Figure 1. Met1 routing.
Cells faint in the background.
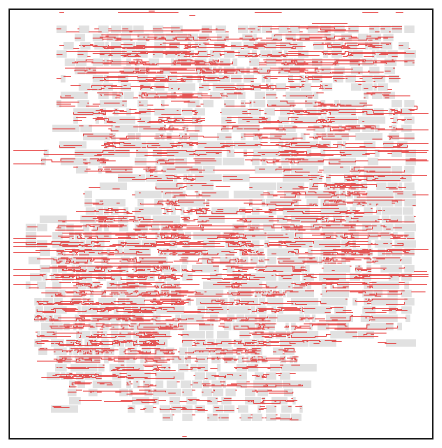
Figure 2. Signal wires on met2.
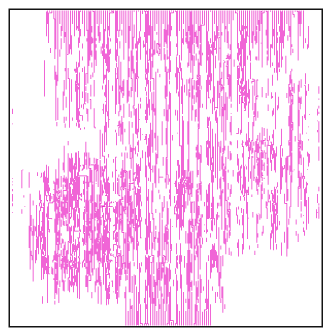
Figure 3. M3 wires.
Cells faint in the background.
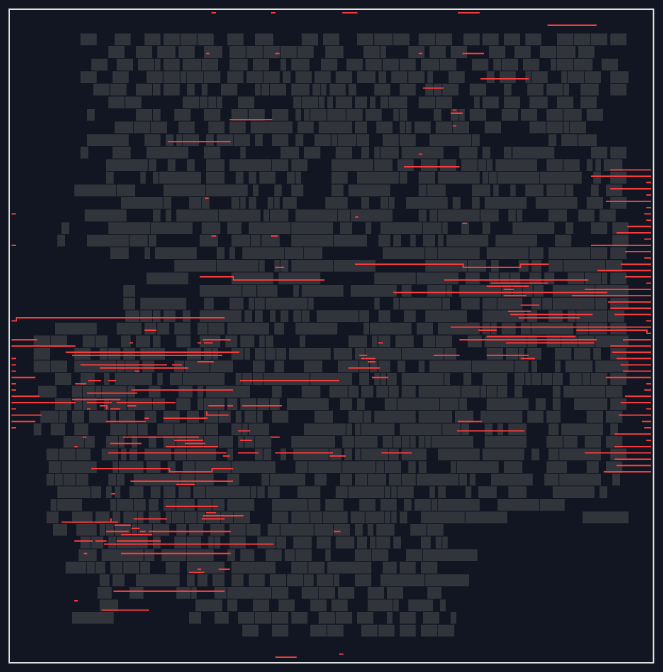
**src/rtl/bus_router_arb.sv**
```systemverilog
// Purpose: arbitrates DRVRS source FIFOs and routes each packet by header ID to one device or broadcasts to all others.
// Latency: pop at cycle N, push at N+1 when unblocked; one packet per 2 cycles at best.
// Backpressure: waits in SEND until no target is full; drops (err, drop_cnt) after TIMEOUT blocked cycles or on invalid ID.
module bus_router_arb #(
   parameter int              DRVRS     = 5,
   parameter int              PCKG_SZ   = 32,
   parameter int              ID_W      = 8,
   parameter logic [ID_W-1:0] BROADCAST = ID_W'(8'hFF),
   parameter int              TIMEOUT   = 16
) (
   input  logic                     clk,
   input  logic                     reset,
   input  logic                     arb_mode,
   input  logic [DRVRS-1:0]         pndng,
   input  logic [DRVRS*PCKG_SZ-1:0] D_pop,
   input  logic [DRVRS-1:0]         full,
   output logic [DRVRS-1:0]         pop,
   output logic [DRVRS-1:0]         push,
   output logic [PCKG_SZ-1:0]       D_push,
   output logic                     busy,
   output logic                     err,
   output logic [15:0]              drop_cnt
);

   localparam int IDX_W  = (DRVRS > 1) ? $clog2(DRVRS) : 1;
   localparam int WAIT_W = $clog2(TIMEOUT);

   typedef enum logic {IDLE, SEND} state_t;

   state_t              state_q, state_d;
   logic [IDX_W-1:0]    rr_ptr_q, rr_ptr_d;
   logic [PCKG_SZ-1:0]  pkt_q, pkt_d;
   logic [DRVRS-1:0]    mask_q, mask_d;
   logic [WAIT_W-1:0]   wait_q, wait_d;
   logic                inv_q, inv_d;
   logic [15:0]         drop_cnt_q, drop_cnt_d;
   logic [PCKG_SZ-1:0]  dpush_q;

   logic [IDX_W-1:0]    rr_win, fp_win, win;
   logic                rr_found;
   logic [IDX_W-1:0]    cand;
   int                  idx;
   logic [PCKG_SZ-1:0]  head_w;
   logic [ID_W-1:0]     hdr;
   logic                hdr_ok;
   logic                cap;
   logic                drop_send;

   // Round-robin search: first pending device above rr_ptr, wrapping around.
   always_comb begin
      rr_win   = '0;
      rr_found = 1'b0;
      idx      = 0;
      cand     = '0;
      for (int k = 1; k <= DRVRS; k++) begin
         idx = int'(rr_ptr_q) + k;
         if (idx >= DRVRS) idx = idx - DRVRS;
         cand = IDX_W'(idx);
         if (!rr_found && pndng[cand]) begin
            rr_found = 1'b1;
            rr_win   = cand;
         end
      end
   end

   // Fixed priority: lowest pending index wins.
   always_comb begin
      fp_win = '0;
      for (int i = DRVRS - 1; i >= 0; i--) begin
         if (pndng[i]) fp_win = IDX_W'(i);
      end
   end

   // Header decode of the winner's head word, registered on capture.
   always_comb begin
      win    = arb_mode ? fp_win : rr_win;
      head_w = D_pop[win*PCKG_SZ +: PCKG_SZ];
      hdr    = head_w[PCKG_SZ-1 -: ID_W];
      hdr_ok = 1'b1;
      mask_d = mask_q;
      if (hdr == BROADCAST) begin
         mask_d = ~(DRVRS'(1) << win);
      end else if (int'(hdr) < DRVRS) begin
         mask_d = DRVRS'(1) << hdr;
      end else begin
         hdr_ok = 1'b0;
      end
   end

   // Next-state and output logic; pop is gated while reset is held so nothing dequeues under reset.
   always_comb begin
      state_d    = state_q;
      rr_ptr_d   = rr_ptr_q;
      pkt_d      = pkt_q;
      wait_d     = wait_q;
      inv_d      = 1'b0;
      drop_cnt_d = drop_cnt_q;
      pop        = '0;
      push       = '0;
      cap        = 1'b0;
      drop_send  = 1'b0;
      case (state_q)
         IDLE: begin
            if (reset && (|pndng)) begin
               cap         = 1'b1;
               pop[win]    = 1'b1;
               pkt_d       = head_w;
               wait_d      = '0;
               inv_d       = ~hdr_ok;
               state_d     = hdr_ok ? SEND : IDLE;
               if (!arb_mode) rr_ptr_d = win;
            end
         end
         SEND: begin
            if ((mask_q & full) == '0) begin
               push    = mask_q;
               state_d = IDLE;
            end else if (wait_q == WAIT_W'(TIMEOUT - 1)) begin
               drop_send = 1'b1;
               state_d   = IDLE;
            end else begin
               wait_d = wait_q + WAIT_W'(1);
            end
         end
         default: state_d = IDLE;
      endcase
      if (((cap && !hdr_ok) || drop_send) && (drop_cnt_q != 16'hFFFF)) begin
         drop_cnt_d = drop_cnt_q + 16'd1;
      end
   end

   // State and datapath registers.
   always_ff @(posedge clk or negedge reset) begin
      if (!reset) begin
         state_q    <= IDLE;
         rr_ptr_q   <= IDX_W'(DRVRS - 1);
         pkt_q      <= '0;
         mask_q     <= '0;
         wait_q     <= '0;
         inv_q      <= 1'b0;
         drop_cnt_q <= '0;
         dpush_q    <= '0;
      end else begin
         state_q    <= state_d;
         rr_ptr_q   <= rr_ptr_d;
         pkt_q      <= pkt_d;
         wait_q     <= wait_d;
         inv_q      <= inv_d;
         drop_cnt_q <= drop_cnt_d;
         if (cap) mask_q <= mask_d;
         if (|push) dpush_q <= pkt_q;
      end
   end

   // D_push shows the packet during push and otherwise holds the last pushed word.
   assign D_push   = (|push) ? pkt_q : dpush_q;
   assign busy     = (state_q == SEND);
   assign err      = inv_q | drop_send;
   assign drop_cnt = drop_cnt_q;

endmodule

```
**config.mk**
```make
export PLATFORM = sky130hd
export DESIGN_NAME = bus_router_arb
export DESIGN_NICKNAME = d
export VERILOG_FILES = /design/src/rtl/bus_router_arb.sv
export SDC_FILE = /design/constraint.sdc
export NUM_CORES = 1
export LEC_CHECK = 0
export CAP_MARGIN = 15
export CORE_AREA = 5 5 134 136
export CTS_CLUSTER_DIAMETER = 50
export DETAILED_ROUTE_END_ITERATION = 10
export DIE_AREA = 0 0 139 141
export GPL_TIMING_DRIVEN = 0
export PLACE_DENSITY = 0.77
export SYNTH_ARGS = -nofsm -noshare
export SYNTH_HDL_FRONTEND = slang
export SYNTH_SLANG_ARGS = --single-unit
```
**constraint.sdc**
```tcl
create_clock -name clk -period 4.8 [get_ports clk]
set_input_delay 0.96 -clock clk [delete_from_list [all_inputs] [get_ports clk]]
set_output_delay 0.96 -clock clk [all_outputs]
set_load 0.1 [all_outputs]
```
==> flow_summary.yaml <==
# yosys + openroad results
route:
  via_per_inst: 5.57
  drt_iter0_drc: 395
  wire_per_inst_um: 19.6
  drtAntennaViolNets: 0
  num_vias: 6985
  firstDrtPassIters: 7
  drc: 0
clocking:
  holdBufCountCts: 0
  htreeDepth: 3
  cts.sinks: 94
  cts_buffer_depth: 2
  root_buffer: "clkbuf_16"
  clkSlewWorstSetupHoldPaths_ps: 70
  cts_tree: "yes"
  numCtsBuffers: 9
  clk-insertion-delay-late_ps: 330
critical_path:
  reg2reg_depth: 21
  crit_required_ps: 3840
  worstPathCellList: "buf_8 > ha_4 > inv_4 > fa_2 > inv_4 > a21o_1 > and2_4 > a221oi_4 > or3_4 > o311a_4 > o311ai_4 > buf_6 > buf_12 > buf_12 > and3b_2 > nor2b_4 > buf_12"
  timing.rr.start: "rr_ptr_q[1]"
  max_stage_delay_ps: 450
  cpMostUsedCell: "buf_12"
  slowest_stage: "dfrtp_2"
  r2r_slack_ps: -150
  cp_max_fo: 8
  cp-start-kind: "flop"
  crit_type: "flop to output port"
  crit_family: "AND-OR/OR-AND gates"
  critPathLaunch: "rr_ptr_q[1]"
  arrival_ps: 4040
  path_depth: 17
  end_kind: "output port"
  timing.rr.end: "drop_cnt[15]"
  worst-path-buf-inv: 7
  cp-endpoint: "pop[0]"
place:
  dp_hpwl_mm: 17.9
  place_inst: 1177
  gp_congestion: 0.936
  place_area_um2: 9630
  io_buffers: 231
  pre_cts_ws_ps: -2470
global_route:
  gr-total-overflow: 0
  use_met2_pct: 39.9
  grt-busiest-layer: "met2"
  grt_pass1_vias: 6916
  grt_pass1_wl_mm: 36.7
  grt_max_degree: 63
  grt_antenna_before_repair: 0
  grt_usage_pct: 23.4
  gr-usage-met3_pct: 4.65
cells_and_area:
  nNetsFinal: 1211
  antennaDiodeCount: 0
  finalInstanceArea_um2: 10900
  layout-drive-gt1-share_pct: 30.6
  area_growth_pct: 59.8
  final_cells: 1255
die:
  die_y_um: 141
  dieArea_um2: 19600
  core_um2: 16800
  ioPinCount: 233
  fp_util_pct: 40.6
  die_w_um: 139
  row_count: 48
final_timing:
  worstMarginPinSlew_ps: 1050
  finalClockPeriodUsage_pct: 104
  fin_setup_tns_ps: -2500
  fin_ws_ps: -200
  relSlewSlack_pct: 30.0
  layout_min_cycle_time_ps: 5000
  setup_violations: 24
  finClkSkew_ps: 7.95
  hold_viol: 0
  final-max-slew-violation-count: 0
  rsz0062_at_grt: "yes"
  max_freq_mhz: 200
yosys:
  ff_type: "dfrtp_1"
  postSynthSeqShare_pct: 34.5
  yosysUniqueCellTypes: 84
  mux_share_pct: 21.0
  edf_count: 0
  xor_share_pct: 2.18
  synthCells: 720
  netlist_area_um2: 6820
  avgSynthCellArea_um2: 9.48
  fa_ha_area_share_pct: 2.49
  synthAoiAreaFrac_pct: 17.4
  ys_ff: 94
  yosysWarnings: 0
  synth_stat.cells: 720
  logic_family: "multiplexers"
  synthesis.nets: 906
  yosysChipArea_um2: 6820
  async_flop_share_pct: 100
  synthSimpleGateAreaFrac_pct: 18.5
hold_path:
  whs_path_depth: 2
  hold_start: "pkt_q[28]"
  min_to: "pkt_q[28]"
  hp-class: "flop to flop"
status:
  violations: "setup timing"
  status: "finished with violations"
job:
  warning_count: 36
  max_cap_viol_count: 0
## Picture notes: Figure 1
main direction: horizontal
nets with wire on the layer: 1,094
global routing usage on met1: 29.7%
Routed WL: 24.5 mm

## Picture notes: Figure 2
longest straight run: 50.3 um
nets with wire on the layer: 1,064

## Picture notes: Figure 3
main direction: horizontal
longest straight run: 46.0 um
share of all routed wire: 6.0%
wire length on this layer: 1,480 um
nets with wire on the layer: 155

## cell type report
| cell class | instances | area [um2] |
|---|---|---|
| Fill cell | 1403 | 5910 |
| Multi-Input combinational cell | 568 | 4730 |
| Timing Repair Buffer | 297 | 2790 |
| Sequential cell | 94 | 2360 |
| Buffer | 43 | 399 |
| Tap cell | 225 | 282 |
| Clock buffer | 10 | 229 |
| Inverter | 12 | 65.1 |
| Clock inverter | 6 | 52.6 |
## per-layer routing
metal / share of wire, % / vias up
met5: 0 / -
met4: 3.4 / 0
met3: 6.0 / 56
met2: 50 / 282
met1: 41 / 3395
li1: - / 3252
## worst register-to-register path, cell delays in order (launching register included)
cell      delay [ps]
dfrtp_2          450
buf_8            160
ha_4             150
inv_4             40
fa_2             410
inv_4            120
a21o_1           190
and2_4           170
a221oi_4          50
or3_4            370
o311a_4          390
o311ai_4         320
buf_4            220
buf_12           130
mux2i_1           90
o221a_2          320
nor4_4           360
and3b_4          270
o31ai_4           60
buf_6            160
nand4_1          100
mux2_4           300
## cell usage in the layout, fill, tap and decap left out, drive strengths merged, types with 4 or more instances in the layout
cell type	count
o21ai	47
a211o	8
a31oi	7
nor2b	10
nand4	12
and3	9
o221ai	4
nor3	12
ha	12
nand3	19
a221oi	4
inv	14
mux2	70
xnor2	17
nand2	62
dfrtp	93
a21oi	44
clkbuf	27
clkdlybuf4s15	4
mux2i	63
buf	129
and3b	4
and2	14
clkdlybuf4s50	188
nand2b	15
o211ai	6
nand3b	7
nor2	58
## sequential cells by signal, indices dropped and copies added (netlist names)
name	cells
wait_q	4
pkt_q	32
drop_cnt	16
busy	1
dpush_q	32
mask_q	5
rr_ptr_q	3
inv_q	1
## Yosys cell counts (4+ instances only)
master | n | area (um2)
o21ai_0 | 44 | 220
and2_1 | 14 | 87.6
buf_4 | 5 | 37.5
mux2i_1 | 62 | 621
buf_2 | 15 | 75.1
nand2b_1 | 14 | 87.6
nor2_1 | 57 | 214
nand3b_1 | 7 | 52.6
nor3_1 | 10 | 50.1
nand2_1 | 62 | 233
o221ai_1 | 4 | 35.0
nand3_1 | 18 | 90.1
mux2_1 | 9 | 101
nand4_1 | 12 | 75.1
inv_1 | 12 | 45.0
dfrtp_1 | 93 | 2330
and3_1 | 9 | 56.3
o211ai_1 | 6 | 45.0
a211o_1 | 8 | 70.1
a31oi_1 | 5 | 31.3
buf_1 | 6 | 22.5
xnor2_1 | 17 | 149
a21oi_1 | 44 | 220
nor2b_1 | 10 | 62.6
clkbuf_1 | 18 | 67.6
mux2_2 | 61 | 687
ha_1 | 12 | 150
## per-stage QoR
stage / utilization [%] / hold WS [ps]
final: 64.8 / 481
after global routing: 64.8 / 506
after CTS: 63.3 / 484
after detailed placement: 57.2 / 466
after global placement: 57.1 / 457
after floorplan: - / 444
## cell families after synthesis
family | Yosys count
adder cells (fa/ha/maj) | 13
flip-flops | 94
buffers and inverters | 58
AND/OR/NAND/NOR | 243
AND-OR/OR-AND | 162
multiplexers | 133
XOR/XNOR | 17
## repair_timing
action,4_1_cts,5_1_grt
endpoints found under the hold margin,0,0
gates resized,325,30
cloned,1,1
endpoints found under the setup margin,84,59
setup buffers,44,20
pin swaps,37,27
